**src/rtl/proc_pkg.sv**
```systemverilog
// ---------------------------------------------------------------------------
// proc_pkg
//   Shared definitions for the simple processor control path and datapath.
//   The bus multiplexer consumes the same SEL_* codes that the control FSM
//   drives, so both sides stay consistent from this single source.
//   Contents:
//     SEL_*   : bus multiplexer select codes
//     OP_*    : instruction opcodes (IR[15:13])
//     ALU_*   : ALU operation codes
//     state_t : control FSM timestep T0..T3
//     alu_op_of() : maps an ALU-class opcode to its ALU operation code
// ---------------------------------------------------------------------------
package proc_pkg;

  // Bus multiplexer select codes
  localparam logic [3:0] SEL_R0 = 4'd0;
  localparam logic [3:0] SEL_R1 = 4'd1;
  localparam logic [3:0] SEL_R2 = 4'd2;
  localparam logic [3:0] SEL_R3 = 4'd3;
  localparam logic [3:0] SEL_R4 = 4'd4;
  localparam logic [3:0] SEL_R5 = 4'd5;
  localparam logic [3:0] SEL_R6 = 4'd6;
  localparam logic [3:0] SEL_R7 = 4'd7;
  localparam logic [3:0] SEL_G  = 4'd8;   // ALU result register G
  localparam logic [3:0] SEL_D  = 4'd9;   // zero-extended IR[8:0]
  localparam logic [3:0] SEL_DT = 4'd10;  // {IR[7:0], 8'h00}

  // Opcodes; 6 and 7 are illegal
  localparam logic [2:0] OP_MV  = 3'd0;
  localparam logic [2:0] OP_MVI = 3'd1;
  localparam logic [2:0] OP_ADD = 3'd2;
  localparam logic [2:0] OP_SUB = 3'd3;
  localparam logic [2:0] OP_MVT = 3'd4;
  localparam logic [2:0] OP_AND = 3'd5;

  // ALU operations
  localparam logic [1:0] ALU_ADD = 2'd0;
  localparam logic [1:0] ALU_SUB = 2'd1;
  localparam logic [1:0] ALU_AND = 2'd2;

  typedef enum logic [1:0] {
    T0 = 2'd0,
    T1 = 2'd1,
    T2 = 2'd2,
    T3 = 2'd3
  } state_t;

  function automatic logic [1:0] alu_op_of(input logic [2:0] opcode);
    case (opcode)
      OP_SUB:  return ALU_SUB;
      OP_AND:  return ALU_AND;
      default: return ALU_ADD;
    endcase
  endfunction

endpackage

```
**src/rtl/proc_control_fsm_ir_decode.sv**
```systemverilog
// ---------------------------------------------------------------------------
// ir_decode
//   Purely combinational instruction decoder. It receives only the IR fields
//   the control path interprets; the immediate bits go straight from the IR
//   to the bus multiplexer and are not decoded here.
//   Ports:
//     i_op        [2:0]      : IR[15:13], opcode field
//     i_rx        [2:0]      : IR[11:9],  rX register index
//     i_ry        [2:0]      : IR[2:0],   rY register index
//     o_opcode    [2:0]      : opcode
//     o_rx        [2:0]      : rX index (used as a bus select in T1)
//     o_rx_onehot [NREG-1:0] : one-hot load enable for rX
//     o_ry        [2:0]      : rY index
//     o_illegal              : opcode is not one of mv/mvi/add/sub/mvt/and
// ---------------------------------------------------------------------------
module ir_decode
  import proc_pkg::*;
#(
  parameter int NREG = 8
) (
  input  logic [2:0]      i_op,
  input  logic [2:0]      i_rx,
  input  logic [2:0]      i_ry,
  output logic [2:0]      o_opcode,
  output logic [2:0]      o_rx,
  output logic [NREG-1:0] o_rx_onehot,
  output logic [2:0]      o_ry,
  output logic            o_illegal
);

  assign o_opcode = i_op;
  assign o_rx     = i_rx;
  assign o_ry     = i_ry;

  always_comb begin
    o_rx_onehot       = '0;
    o_rx_onehot[i_rx] = 1'b1;
  end

  always_comb begin
    case (i_op)
      OP_MV, OP_MVI, OP_ADD, OP_SUB, OP_MVT, OP_AND: o_illegal = 1'b0;
      default:                                       o_illegal = 1'b1;
    endcase
  end

endmodule

```
**src/rtl/proc_control_fsm.sv**
```systemverilog
// ---------------------------------------------------------------------------
// proc_control_fsm
//   Control unit for the simple processor datapath. Latches an instruction
//   into IR when run is seen in T0, then steps through T1..T3 driving the bus
//   multiplexer select, register load enables, A/G enables and the ALU op.
//   done pulses in the final cycle of every instruction; the following T0
//   can accept the next run immediately.
//   Ports:
//     clk            : system clock, rising edge
//     reset          : synchronous, active-high
//     run            : start request, sampled only in T0
//     instr  [IR_W]  : instruction word, captured into IR on accept
//     ir     [IR_W]  : registered IR, feeds the mux immediate paths
//     bus_sel[3:0]   : bus multiplexer select (SEL_* codes)
//     r_in   [NREG]  : one-hot load enable for r0..r7
//     a_in           : load A from bus
//     g_in           : load G from ALU
//     alu_op [1:0]   : ALU operation, meaningful only with g_in
//     done           : one-cycle completion pulse
// ---------------------------------------------------------------------------
module proc_control_fsm
  import proc_pkg::*;
#(
  parameter int IR_W = 16,
  parameter int NREG = 8
) (
  input  logic            clk,
  input  logic            reset,
  input  logic            run,
  input  logic [IR_W-1:0] instr,
  output logic [IR_W-1:0] ir,
  output logic [3:0]      bus_sel,
  output logic [NREG-1:0] r_in,
  output logic            a_in,
  output logic            g_in,
  output logic [1:0]      alu_op,
  output logic            done
);

  state_t          r_state;
  state_t          w_next;
  logic [IR_W-1:0] r_ir;

  logic [2:0]      w_opcode;
  logic [2:0]      w_rx;
  logic [NREG-1:0] w_rx_onehot;
  logic [2:0]      w_ry;
  logic            w_illegal;

  ir_decode #(
    .NREG(NREG)
  ) u_ir_decode (
    .i_op       (r_ir[15:13]),
    .i_rx       (r_ir[11:9]),
    .i_ry       (r_ir[2:0]),
    .o_opcode   (w_opcode),
    .o_rx       (w_rx),
    .o_rx_onehot(w_rx_onehot),
    .o_ry       (w_ry),
    .o_illegal  (w_illegal)
  );

  assign ir = r_ir;

  always_ff @(posedge clk) begin
    if (reset) begin
      r_state <= T0;
      r_ir    <= '0;
    end else begin
      r_state <= w_next;
      // IR only moves on an accepted run; it is frozen for the rest of
      // the instruction regardless of what instr does.
      if (r_state == T0 && run) begin
        r_ir <= instr;
      end
    end
  end

  // Outputs depend only on state and IR; instr never reaches an output
  // combinationally.
  always_comb begin
    w_next  = r_state;
    bus_sel = SEL_R0;
    r_in    = '0;
    a_in    = 1'b0;
    g_in    = 1'b0;
    alu_op  = ALU_ADD;
    done    = 1'b0;

    case (r_state)
      T0: begin
        if (run) begin
          w_next = T1;
        end
      end

      T1: begin
        if (w_illegal) begin
          done   = 1'b1;
          w_next = T0;
        end else begin
          case (w_opcode)
            OP_MV: begin
              bus_sel = {1'b0, w_ry};
              r_in    = w_rx_onehot;
              done    = 1'b1;
              w_next  = T0;
            end
            OP_MVI: begin
              bus_sel = SEL_D;
              r_in    = w_rx_onehot;
              done    = 1'b1;
              w_next  = T0;
            end
            OP_MVT: begin
              bus_sel = SEL_DT;
              r_in    = w_rx_onehot;
              done    = 1'b1;
              w_next  = T0;
            end
            default: begin
              // add/sub/and: capture rX into A now, so rX == rY still sees
              // the original operand when G is computed in T2.
              bus_sel = {1'b0, w_rx};
              a_in    = 1'b1;
              w_next  = T2;
            end
          endcase
        end
      end

      T2: begin
        bus_sel = {1'b0, w_ry};
        g_in    = 1'b1;
        alu_op  = alu_op_of(w_opcode);
        w_next  = T3;
      end

      T3: begin
        bus_sel = SEL_G;
        r_in    = w_rx_onehot;
        done    = 1'b1;
        w_next  = T0;
      end

      default: begin
        w_next = T0;
      end
    endcase
  end

endmodule

```
**config.mk**
```make
export PLATFORM = sky130hd
export DESIGN_NAME = proc_control_fsm
export DESIGN_NICKNAME = d
export VERILOG_FILES = /design/src/rtl/proc_pkg.sv /design/src/rtl/proc_control_fsm_ir_decode.sv /design/src/rtl/proc_control_fsm.sv
export SDC_FILE = /design/constraint.sdc
export NUM_CORES = 1
export LEC_CHECK = 0
export CAP_MARGIN = 10
export CORE_UTILIZATION = 38
export DETAILED_ROUTE_END_ITERATION = 16
export MAX_ROUTING_LAYER = met4
export PLACE_DENSITY = 0.82
export SYNTH_ARGS = -nofsm -noshare
export SYNTH_HDL_FRONTEND = slang
export SYNTH_SLANG_ARGS = --single-unit
```
**constraint.sdc**
```tcl
create_clock -name clk -period 1.5 [get_ports clk]
set_input_delay 0.3 -clock clk [delete_from_list [all_inputs] [get_ports clk]]
set_output_delay 0.3 -clock clk [all_outputs]
set_load 0.02 [all_outputs]
```
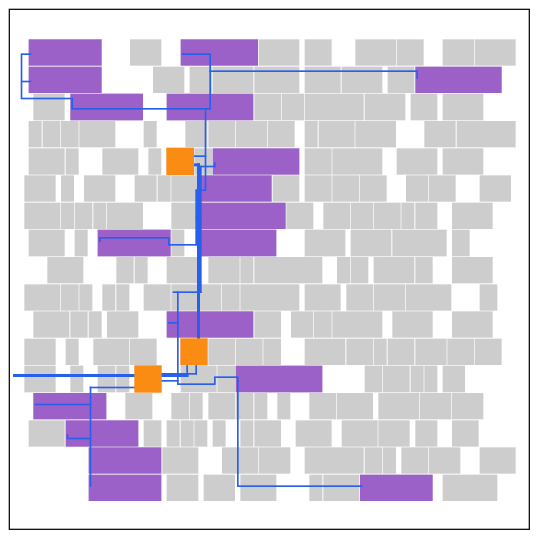
Run 1: clock network drawn from the DEF
Scale: 10 px per um.
- blue: clock wires (length 216 um)
- orange: clock-net drivers (count 3)
- purple: flip-flops (count 18)
- routed clock nets: 4
clk pwr: 305 uW
clk_skew: 1.84 ps

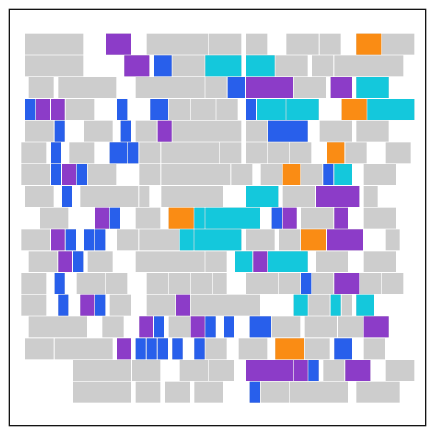
Run 1: gate families picked out
Scale: 8 px per um.
- blue: nand cells (cells 38)
- orange: and/or cells (cells 7)
- cyan: nor cells (cells 17)
- purple: aoi and oai cells (cells 26; where all over the die)
Comb/total area: 34.9%
dominant logic cell type in the layout: buf_4
fin cells: 227

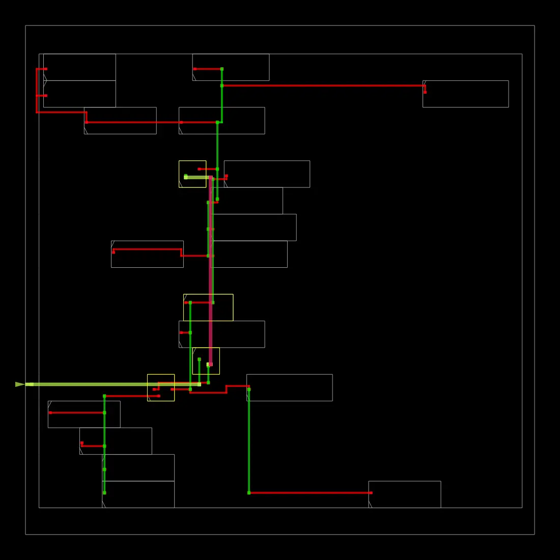
Run 1: clock routing
CTS Sinks: 18
Flop Count: 18
CTS Buf Count: 3
clk latency late pin: 300 ps

==> flow_metrics.tcl, run 1 <==
# implementation run metrics
set metrics [dict create \
    worstHoldPathType "flip-flop to flip-flop" \
    relSlewSlack_pct 78.5 \
    busiest_layer "met2" \
    cp_top_family "flip-flops" \
    crit_required_ps 1200 \
    wl_per_cell_um 15.0 \
    top_area_share_pct 38.1 \
    crit_buf_inv 2 \
    cts_root_buf "clkbuf_4" \
    place_ws_ps -413 \
    die_y_um 51.9 \
    port_buffers 51 \
    synth_flops 18 \
    synthTopCellsByArea "dfxtp_1 38%, nand2_1 12%, a21oi_1 9.5%" \
    fin_crit_ps 1780 \
    edf_count 0 \
    compound_area_share_pct 19.5 \
    synthCells 125 \
    clkTransAtPathRegs_ps 100 \
    setup_ws_ps -281 \
    final_core_util_pct 80.4 \
    grtUsageMet3_pct 3.51 \
    fp_nets 144 \
    timing.hold.ws_ps 462 \
    num_vias 1144 \
    max_freq_ghz 0.561 \
    top_layer "met4" \
    die_area_sq_um 2690 \
    status "finished with violations" \
    postCtsHoldBufs 0 \
    grtUsageTotal_pct 28.7 \
    netlist_logic_family_top "simple AND/OR/NAND/NOR gates" \
    die-width_um 51.9 \
    hold_end "ir[12]$_SDFFE_PP0P_" \
    cts_tree "built" \
    warnings 29 \
    max_stage_delay_ps 390 \
    clk_path_buf_depth 2 \
    hold_start "ir[12]$_SDFFE_PP0P_" \
    post-dp-hpwl_um 2290 \
    wl_met3_um 138 \
    htreeDepth 1 \
    syn_to_final_growth_pct 93.8 \
    drcViolationCount 0 \
    wl_met2_um 1800 \
    mux_area_share_pct 0 \
    wl_um 3420 \
    synth.distinct_cells 32 \
    power_uw 1230 \
    regToRegSetupSlack_ps 110 \
    violations "setup timing" \
    syn_area_sq_um 945 \
    finalClockPeriodUsage_pct 119 \
    crit_chain "a21oi_4 -> o211ai_1 -> buf_4 -> nor3_4 -> buf_6" \
    ys_cells 125 \
    final_area_sq_um 1830 \
    crit_path_end_kind "primary output" \
    finalMaxSlewViolations 0 \
    crit_type "flip-flop to primary output" \
    ys_sh_simple_pct 32.7 \
    antenna_left 0 \
    grt_util_met2_pct 52.4 \
    final_cell_mix "32 x buf_4, 31 x nand2_1, 18 x clkdlybuf4s50_1, 15 x a21oi_1, 14 x buf_6" \
    setup_viol 16 \
]
[run 1: report_power, final]
group          internal [uW]  leakage, uW  total (uW)  switching (uW)
Clock                    148    0.0000210         305             157
Sequential               503     0.000153         539            35.8
Combinational            195     0.000631         382             188
Total                    846     0.000804        1230             380
[run 1: registers in the layout (all words and copies together) (netlist names), named ones only]
register  cells
ir           16
r_state       1
[run 1: timing repair]
item                                    4_1_cts  5_1_grt
gates resized                               136       15
pin swaps                                    11        4
hold endpoints to repair                      0        0
setup buffers                                 5        1
endpoints found under the setup margin       33       19
[run 1: cell type report]
cell class	instances	area, sq um	area share (%)
clock buffer	4	36.3	1.98
multi-input combinational	93	638	34.9
timing repair buffer	82	728	39.8
tap	28	35.0	1.91
sequential	18	385	21.1
inverter	2	7.51	0.410
--- run 2 (diff from run 1) ---
--- a/config.mk
+++ b/config.mk
@@ -8,6 +8,7 @@
 export CAP_MARGIN = 10
 export CORE_UTILIZATION = 38
 export DETAILED_ROUTE_END_ITERATION = 16
+export GPL_TIMING_DRIVEN = 0
 export MAX_ROUTING_LAYER = met4
 export PLACE_DENSITY = 0.82
 export SYNTH_ARGS = -nofsm -noshare
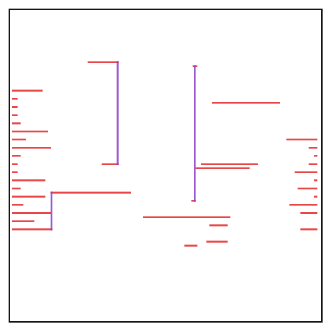
Run 2: signal wires by layer
Scale: 6 px per um. Two of the layers only.
- purple: M4 (wire length 45.6 um)
- red: M3 (wire length 150 um)
vias post-DR: 1,126
total routed wirelength: 3160 um
Wirelength per Cell: 14.3 um
GRT Util Overall: 24.0%

==> run 2 against run 1 <==
Against the previous run:
- the flow still finishes with violations (setup timing)
- combinational power increased by 3%
- routed wire length fell by 7.6%
- register-to-register slack lost 120 ps
- synthesized cell count stayed put
- setup slack lost 44 ps
- critical path depth is 1 lower
- cell area down 0.82%
- fmax is 2.4% lower
- die area did not move
- clock power fell by 17%
- highest routed layer unchanged
==> flow_metrics.tcl, run 2 <==
# implementation run metrics
set metrics [dict create \
    status "finished with violations" \
    violations "setup timing" \
    coreArea_sq_um 2280 \
    worstHoldPathType "primary input to flip-flop" \
    drcViolationCount 0 \
    fp_util_pct 41.5 \
    placed_cell_area_sq_um 1570 \
    comb_area_sq_um 644 \
    max_freq_ghz 0.548 \
    yosysWarnings 0 \
    crit_type "flip-flop to primary output" \
    compound_area_share_pct 19.5 \
    clk_path_buf_depth 2 \
    clkbuf_count 4 \
    io_pins 52 \
    inverters 2 \
    die-width_um 51.9 \
    relSlewSlack_pct 68.0 \
    syn_to_final_growth_pct 92.2 \
    yosysSeqAreaShare_pct 38.1 \
    cp_top_family "simple AND/OR/NAND/NOR gates" \
    grt_pass1_wl_um 4760 \
    final_core_util_pct 79.8 \
    cts_made_buffers 3 \
    port_buffers 50 \
    regToRegSetupSlack_ps -10 \
    crit_buf_inv 2 \
    fp_nets 144 \
    netlist_logic_family_top "simple AND/OR/NAND/NOR gates" \
    antenna_left 0 \
    synth.avg_cell_area_sq_um 7.56 \
    whs_path_depth 2 \
    final_cell_mix "30 x nand2_1, 21 x buf_4, 17 x clkdlybuf4s50_1, 16 x dlygate4sd2_1, 14 x a21oi_1" \
    die_y_um 51.9 \
    finalMaxSlewViolations 0 \
    synth.distinct_cells 32 \
    clk_latency_ps 300 \
    setup.worst_path.start "ir[14]$_SDFFE_PP0P_" \
    power.density_nw_per_um2 653 \
    final_area_sq_um 1820 \
    clock-sinks 18 \
    crit_required_ps 1200 \
    clock_tree_area_fraction_pct 1.45 \
    hold_end "ir[12]$_SDFFE_PP0P_" \
    edf_count 0 \
    finalClockPeriodUsage_pct 122 \
    fa_ha_area_share_pct 0 \
    netlist_top_cells_count "31 x nand2_1, 18 x a21oi_1, 18 x dfxtp_1" \
    largestClassByArea "buffers" \
    cp.depth 4 \
    die_area_sq_um 2690 \
    buffer_area_share_pct 40.1 \
    drv_cap 0 \
    worst_pin_slew_ps 480 \
    largest_reg_flops 16 \
    cts_root_buf "clkbuf_4" \
    rsz0062_at_grt "yes" \
    fin_crit_ps 1830 \
    p_leak_uw 0.000800 \
    setup_ws_ps -325 \
    finClkSkew_ps 10.9 \
    top_area_share_pct 38.1 \
    max_stage_delay_ps 360 \
    setup_viol 17 \
    fp-row-count 17 \
    buffers_excl_clock 76 \
    final.fill_count 164 \
    crit_path_end_kind "primary output" \
    warnings 29 \
    post-dp-hpwl_um 2040 \
    mux_area_share_pct 0 \
    cts_resized 125 \
    post_cts_buffers 6 \
    place.gp.congestion 0.795 \
    synthCells 125 \
    synth_flops 18 \
    cts_tree "built" \
    htreeDepth 1 \
    comb_cells 93 \
    crit_chain "buf_8 -> or3_1 -> a32o_2 -> buf_6" \
    grt-ovfl-total 0 \
    regArea_sq_um 374 \
    clkTransAtPathRegs_ps 110 \
    place_ws_ps -481 \
    syn_area_sq_um 945 \
    async_flop_share_pct 0 \
    hold_start "reset" \
    ys_sh_simple_pct 32.7 \
    synthFlopType "dfxtp_1" \
    postCtsHoldBufs 0 \
    seq_area_share_pct 20.6 \
    startpoint_type "flip-flop" \
    slowest_stage "or3_1" \
    n_tap_cell 28 \
    synthTopCellsByArea "dfxtp_1 38%, nand2_1 12%, a21oi_1 9.5%" \
    ys_cells 125 \
    seq_cell_count 18 \
]
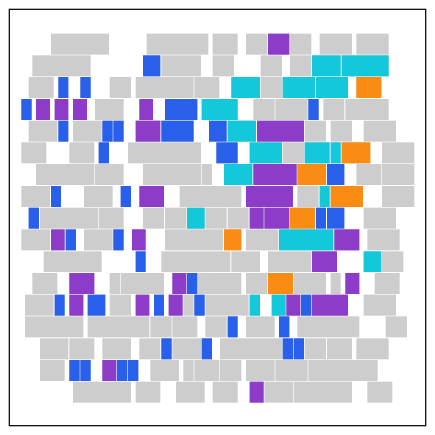
Run 2: gate families picked out
Scale: 8 px per um.
fin cells: 221
Comb/total area: 35.5%
dominant logic cell type in the layout: nand2_1

-- run 2: cell counts after synthesis --
Identical to the previous run, type by type.
-- run 2: stage by stage --
stage	hold WS [ps]	TNS [ps]	total power, uW	cells
after floorplan	426	-15.9	735	125
after global placement	443	-8270	873	203
after detailed placement	450	-9160	882	203
after CTS	374	-3430	1130	213
after global routing	398	-4520	1240	221
final	374	-3510	1180	221
-- run 2: report_power, final --
| part | internal, uW | switching (uW) | total [uW] |
|---|---|---|---|
| sequential | 507 | 32.9 | 540 |
| clock | 103 | 148 | 252 |
| combinational | 202 | 192 | 394 |
| total | 812 | 373 | 1180 |
-- run 2: metal layers --
layer  up-vias  share of wire, %  global-route usage (%)
li1        558                 -                       -
met1       515                43                    27.8
met2        47                51                    42.5
met3         6               4.7                    3.80
met4         0               1.4                    6.76
met5         -                 0                       -
Power is estimated from default activity; no workload was simulated.
